### src/rtl/blue_pkg.sv
// Purpose: shared constants and encodings for the blue sprite motion block.
// Latency: n/a (package only).
// Backpressure: n/a.
package blue_pkg;

    localparam int SCREEN_W = 640;
    localparam int SCREEN_H = 480;
    localparam int SPRITE_W = 47;

    // blue_state[2:1] activity encodings
    localparam logic [1:0] ST_STAND = 2'b00;
    localparam logic [1:0] ST_RUN   = 2'b01;
    localparam logic [1:0] ST_JUMP  = 2'b10;

    // blue_state[0] facing direction
    localparam logic DIR_L = 1'b0;
    localparam logic DIR_R = 1'b1;

    typedef enum logic {
        MS_GROUND = 1'b0,
        MS_AIR    = 1'b1
    } motion_e;

endpackage

### src/rtl/blue_motion_key_edge.sv
// Purpose: registered rising-edge detector for a level key input.
// Latency: rise asserts one clk after the first high sample of in.
// Backpressure: none; rise is a single-cycle pulse.
// Ports: clk, rst (sync active-high), in (level), rise (one-cycle pulse).
import blue_pkg::*;

module key_edge (
    input  logic clk,
    input  logic rst,
    input  logic in,
    output logic rise
);

    logic prev_q, prev_d;
    logic rise_q, rise_d;

    always_comb begin
        prev_d = in;
        rise_d = in & ~prev_q;
    end

    // History resets to "seen high" so a key held through reset must be
    // released and pressed again before it counts as a new press.
    always_ff @(posedge clk) begin
        if (rst) begin
            prev_q <= 1'b1;
            rise_q <= 1'b0;
        end else begin
            prev_q <= prev_d;
            rise_q <= rise_d;
        end
    end

    assign rise = rise_q;

endmodule

### src/rtl/blue_motion.sv
// Purpose: per-frame run/jump motion of the blue sprite (GROUND/AIR FSM + clamped x/y).
// Latency: outputs update in the cycle after a tick; jump press needs 2 clk to become pending.
// Backpressure: none; state advances only on tick cycles, otherwise holds.
// Ports: clk, rst (sync active-high), tick, key_left/key_right/key_jump (levels)
//        -> blue_x[9:0], blue_y[8:0], blue_state[2:0] = {activity[1:0], dir}.
// Config: define BLUE_DOUBLE_JUMP_EN to allow one relaunch per airtime.
import blue_pkg::*;

module blue_motion #(
    parameter int X_MIN    = 0,
    parameter int X_MAX    = SCREEN_W - SPRITE_W,
    parameter int X_INIT   = 100,
    parameter int FLOOR_Y  = 400,
    parameter int RUN_STEP = 2,
    parameter int JUMP_V   = 12,
    parameter int GRAVITY  = 1,
    parameter int VY_MAX   = 12
) (
    input  logic       clk,
    input  logic       rst,
    input  logic       tick,
    input  logic       key_left,
    input  logic       key_right,
    input  logic       key_jump,
    output logic [9:0] blue_x,
    output logic [8:0] blue_y,
    output logic [2:0] blue_state
);

    // x uses 11-bit signed and y 10-bit signed so over/underflow is visible
    // to the clamps instead of wrapping.
    localparam logic signed [10:0] XMIN_S   = 11'(X_MIN);
    localparam logic signed [10:0] XMAX_S   = 11'(X_MAX);
    localparam logic signed [10:0] RUN_S    = 11'(RUN_STEP);
    localparam logic signed [9:0]  FLOOR_S  = 10'(FLOOR_Y);
    localparam logic signed [5:0]  GRAV_S   = 6'(GRAVITY);
    localparam logic signed [5:0]  VYMAX_S  = 6'(VY_MAX);
    localparam logic signed [5:0]  VY_LAUNCH = 6'(GRAVITY - JUMP_V);
    localparam logic [8:0]         JUMP_Y   = 9'(JUMP_V);
    localparam logic [8:0]         FLOOR_U  = 9'(FLOOR_Y);
    localparam logic [9:0]         XINIT_U  = 10'(X_INIT);

    motion_e            ms_q, ms_d;
    logic [9:0]         x_q, x_d;
    logic [8:0]         y_q, y_d;
    logic signed [5:0]  vy_q, vy_d;
    logic [1:0]         st_q, st_d;
    logic               dir_q, dir_d;
    logic               pend_q, pend_d;

    logic               jump_rise;
    logic               dj_ok;
    logic               launch, land, moved;
    logic signed [10:0] x_ext, x_dec, x_inc;
    logic signed [9:0]  y_sum;
    logic signed [5:0]  vy_inc;

    key_edge u_jump_edge (
        .clk  (clk),
        .rst  (rst),
        .in   (key_jump),
        .rise (jump_rise)
    );

`ifdef BLUE_DOUBLE_JUMP_EN
    logic dj_avail_q, dj_avail_d;
    assign dj_ok = dj_avail_q;
`else
    assign dj_ok = 1'b0;
`endif

    // State register
    always_ff @(posedge clk) begin
        if (rst) begin
            ms_q   <= MS_GROUND;
            x_q    <= XINIT_U;
            y_q    <= FLOOR_U;
            vy_q   <= '0;
            st_q   <= ST_STAND;
            dir_q  <= DIR_R;
            pend_q <= 1'b0;
        end else begin
            ms_q   <= ms_d;
            x_q    <= x_d;
            y_q    <= y_d;
            vy_q   <= vy_d;
            st_q   <= st_d;
            dir_q  <= dir_d;
            pend_q <= pend_d;
        end
    end

`ifdef BLUE_DOUBLE_JUMP_EN
    always_ff @(posedge clk) begin
        if (rst) dj_avail_q <= 1'b1;
        else     dj_avail_q <= dj_avail_d;
    end
`endif

    // Next-state: launch from ground (or relaunch in air when allowed), land on floor
    always_comb begin
        y_sum  = $signed({1'b0, y_q}) + $signed({{4{vy_q[5]}}, vy_q});
        launch = tick & pend_q & ((ms_q == MS_GROUND) | dj_ok);
        land   = tick & (ms_q == MS_AIR) & ~launch & (y_sum >= FLOOR_S);
        ms_d   = ms_q;
        if (launch)    ms_d = MS_AIR;
        else if (land) ms_d = MS_GROUND;
    end

    // Datapath: horizontal clamp, vertical integration, pending jump
    always_comb begin
        x_ext  = $signed({1'b0, x_q});
        x_dec  = x_ext - RUN_S;
        x_inc  = x_ext + RUN_S;
        vy_inc = vy_q + GRAV_S;
        x_d    = x_q;
        dir_d  = dir_q;
        y_d    = y_q;
        vy_d   = vy_q;
        st_d   = st_q;
        // A pending press lives until the next tick, used or not.
        pend_d = (pend_q & ~tick) | jump_rise;

        if (tick) begin
            if (key_left && !key_right) begin
                x_d   = (x_dec < XMIN_S) ? XMIN_S[9:0] : x_dec[9:0];
                dir_d = DIR_L;
            end else if (key_right && !key_left) begin
                x_d   = (x_inc > XMAX_S) ? XMAX_S[9:0] : x_inc[9:0];
                dir_d = DIR_R;
            end
        end

        if (launch) begin
            y_d  = y_q - JUMP_Y;
            vy_d = VY_LAUNCH;
        end else if (land) begin
            y_d  = FLOOR_U;
            vy_d = '0;
        end else if (tick && ms_q == MS_AIR) begin
            y_d  = y_sum[8:0];
            vy_d = (vy_inc > VYMAX_S) ? VYMAX_S : vy_inc;
        end

        // A clamped (blocked) move leaves x unchanged and so reports stand.
        moved = (x_d != x_q);
        if (tick) begin
            if (ms_d == MS_AIR) st_d = ST_JUMP;
            else if (moved)     st_d = ST_RUN;
            else                st_d = ST_STAND;
        end
    end

`ifdef BLUE_DOUBLE_JUMP_EN
    // Relaunch consumes the allowance; touching the floor restores it.
    always_comb begin
        dj_avail_d = dj_avail_q;
        if (launch && ms_q == MS_AIR) dj_avail_d = 1'b0;
        else if (land)                dj_avail_d = 1'b1;
    end
`endif

    // Outputs come straight from registers
    always_comb begin
        blue_x     = x_q;
        blue_y     = y_q;
        blue_state = {st_q, dir_q};
    end

endmodule

### config.mk
export PLATFORM = sky130hd
export DESIGN_NAME = blue_motion
export DESIGN_NICKNAME = d
export VERILOG_FILES = /design/src/rtl/blue_pkg.sv /design/src/rtl/blue_motion_key_edge.sv /design/src/rtl/blue_motion.sv
export SDC_FILE = /design/constraint.sdc
export NUM_CORES = 1
export LEC_CHECK = 0
export ABC_AREA = 0
export CAP_MARGIN = 20
export CORE_MARGIN = 10
export CORE_UTILIZATION = 50
export DETAILED_ROUTE_END_ITERATION = 16
export PLACE_DENSITY = 0.71
export SLEW_MARGIN = 20
export SYNTH_ARGS = -nofsm -noshare
export SYNTH_HDL_FRONTEND = slang
export SYNTH_SLANG_ARGS = --single-unit
### constraint.sdc
create_clock -name clk -period 3.6 [get_ports clk]
set_input_delay 0.72 -clock clk [delete_from_list [all_inputs] [get_ports clk]]
set_output_delay 0.72 -clock clk [all_outputs]
set_load 0.05 [all_outputs]
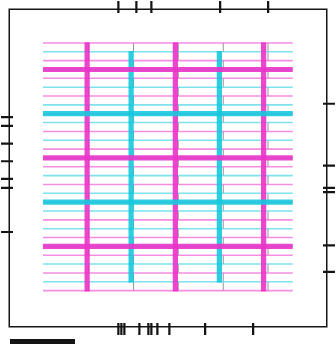
(images/floorplan.png)
Scale bar: 20 µm. Pins as bars on the die edge. Tap cells in gray.
| color | net |
|---|---|
| cyan | VDD |
| magenta | VSS |
met4 straps: 5
met5 straps: 5
rows: 28
met1 rails: 29
signal pins: 28

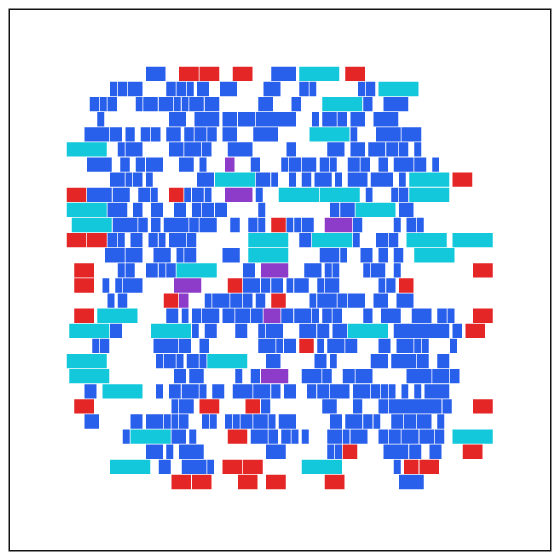
(images/class_map.png)
| color | class | cells | share of their area |
|---|---|---|---|
| cyan | sequential cells | 32 | 20% |
| purple | clock drivers and dummy loads | 8 | 2.7% |
| blue | remaining logic cells | 343 | 67% |
| red | remaining buffers and delay cells | 37 | 11% |

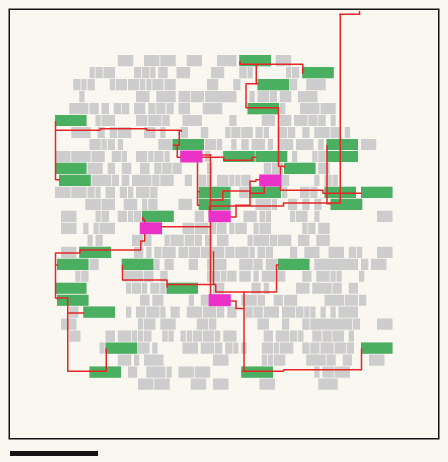
(images/clock_wires.png)
Scale bar: 20 µm.
[green] flip-flops | count: 32
[red] clock wires | length: 543 µm
[magenta] clock-net drivers | count: 5
routed clock nets: 6

==> stage by stage <==
step,hold slack (ns),power (W)
after CTS,0.413,0.000886
after detailed placement,0.403,0.000603
after floorplan,0.372,0.000544
final,0.408,0.000888
after global routing,0.414,0.000928
after global placement,0.385,0.000604
==> sequential cells by signal (all words and copies together), names as in the netlist <==
name / count
blue_x: 10
blue_y: 9
vy_q: 6
st_q: 2
dir_q: 1
ms_q: 1
pend_q: 1
u_jump_edge.prev_q: 1
u_jump_edge.rise: 1
==> final timing paths <==
kind	startpoint	endpoint	slack (ns)	cells after the start
worst max-delay path	blue_x[1]$_SDFF_PP0_	blue_x[6]$_SDFF_PP1_	0.71	8
worst min-delay path	u_jump_edge.prev_q$_SDFF_PP1_	u_jump_edge.rise$_SDFF_PP0_	0.41	1
worst max register to register	blue_x[1]$_SDFF_PP0_	blue_x[6]$_SDFF_PP1_	0.71	8
worst min register to register	u_jump_edge.prev_q$_SDFF_PP1_	u_jump_edge.rise$_SDFF_PP0_	0.41	1
==> Yosys cell counts, drive strengths merged (3+ instances only) <==
cell type  count  area share, %
nor2          46            5.9
nand2         39            4.9
a21oi         33            5.5
dfxtp         32             22
o21ai         21            3.7
clkbuf        17            2.1
ha            17            7.1
nand3         14            2.4
inv           12            1.5
a31oi         10            2.3
and3          10            2.1
buf           10            2.1
a211oi         9            2.4
nor3           9            1.7
a21o           8            2.0
and2           7            1.5
nand2b         7            1.5
a211o          6            1.8
mux2i          6            2.0
nand4          6            1.3
xnor2          6            1.8
o211ai         5            1.3
o22ai          5            1.1
or2            5            1.1
a22oi          4            1.0
nor3b          4            1.2
o21bai         4            1.0
or3            4           0.84
xor2           4            1.2
a221o          3            1.0
a311oi         3            1.5
a31o           3           0.88
==> metrics.yaml <==
sta:
  setup_tns_ns: 0
  max_clock_freq_mhz: 346
  fin_skew_ns: 0.0114
logic_synthesis:
  yosysChipArea_mm2: 0.00298
  ys_cells: 403
  mux_share_pct: 2.02
  edf_count: 0
clock_tree:
  ctsResizeCount: 0
  numCtsBuffers: 5
  clockBufferDepth: 2
global_route:
  met1_usage_pct: 25.6
  grt_pass1_wl_mm: 14.8
  met3_usage_pct: 4.48
  use_met2_pct: 26.3
  grt_overflow: 0
floorplanning:
  core_area_mm2: 0.00585
layout:
  comb_share_pct: 64.0
  final_nets: 443
  drive_gt1_share_pct: 7.86
  syn2layout_area_growth_pct: 13.2
  dominant_cells: "multi-input combinational cells"
  postLayoutCellArea_mm2: 0.00337
  logic_area_mm2: 0.00216
  seq_share_pct: 19.0
setup_path:
  cp_slowest_stage_delay_ns: 0.57
  cp-end-kind: "flip-flop"
power:
  seq_cell_power_w: 0.000392
  comb_power_w: 0.000208
place:
  dp_slack_ns: 0.560
  placed_area_mm2: 0.00328
detailed_routing:
  routed_via_density: 6.47
  route.detailed.drc: 0
  wl_met2_mm: 3.79
  ant_nets: 0
run_status:
  run_status: "finished clean"
Power is estimated from default activity; no workload was simulated.
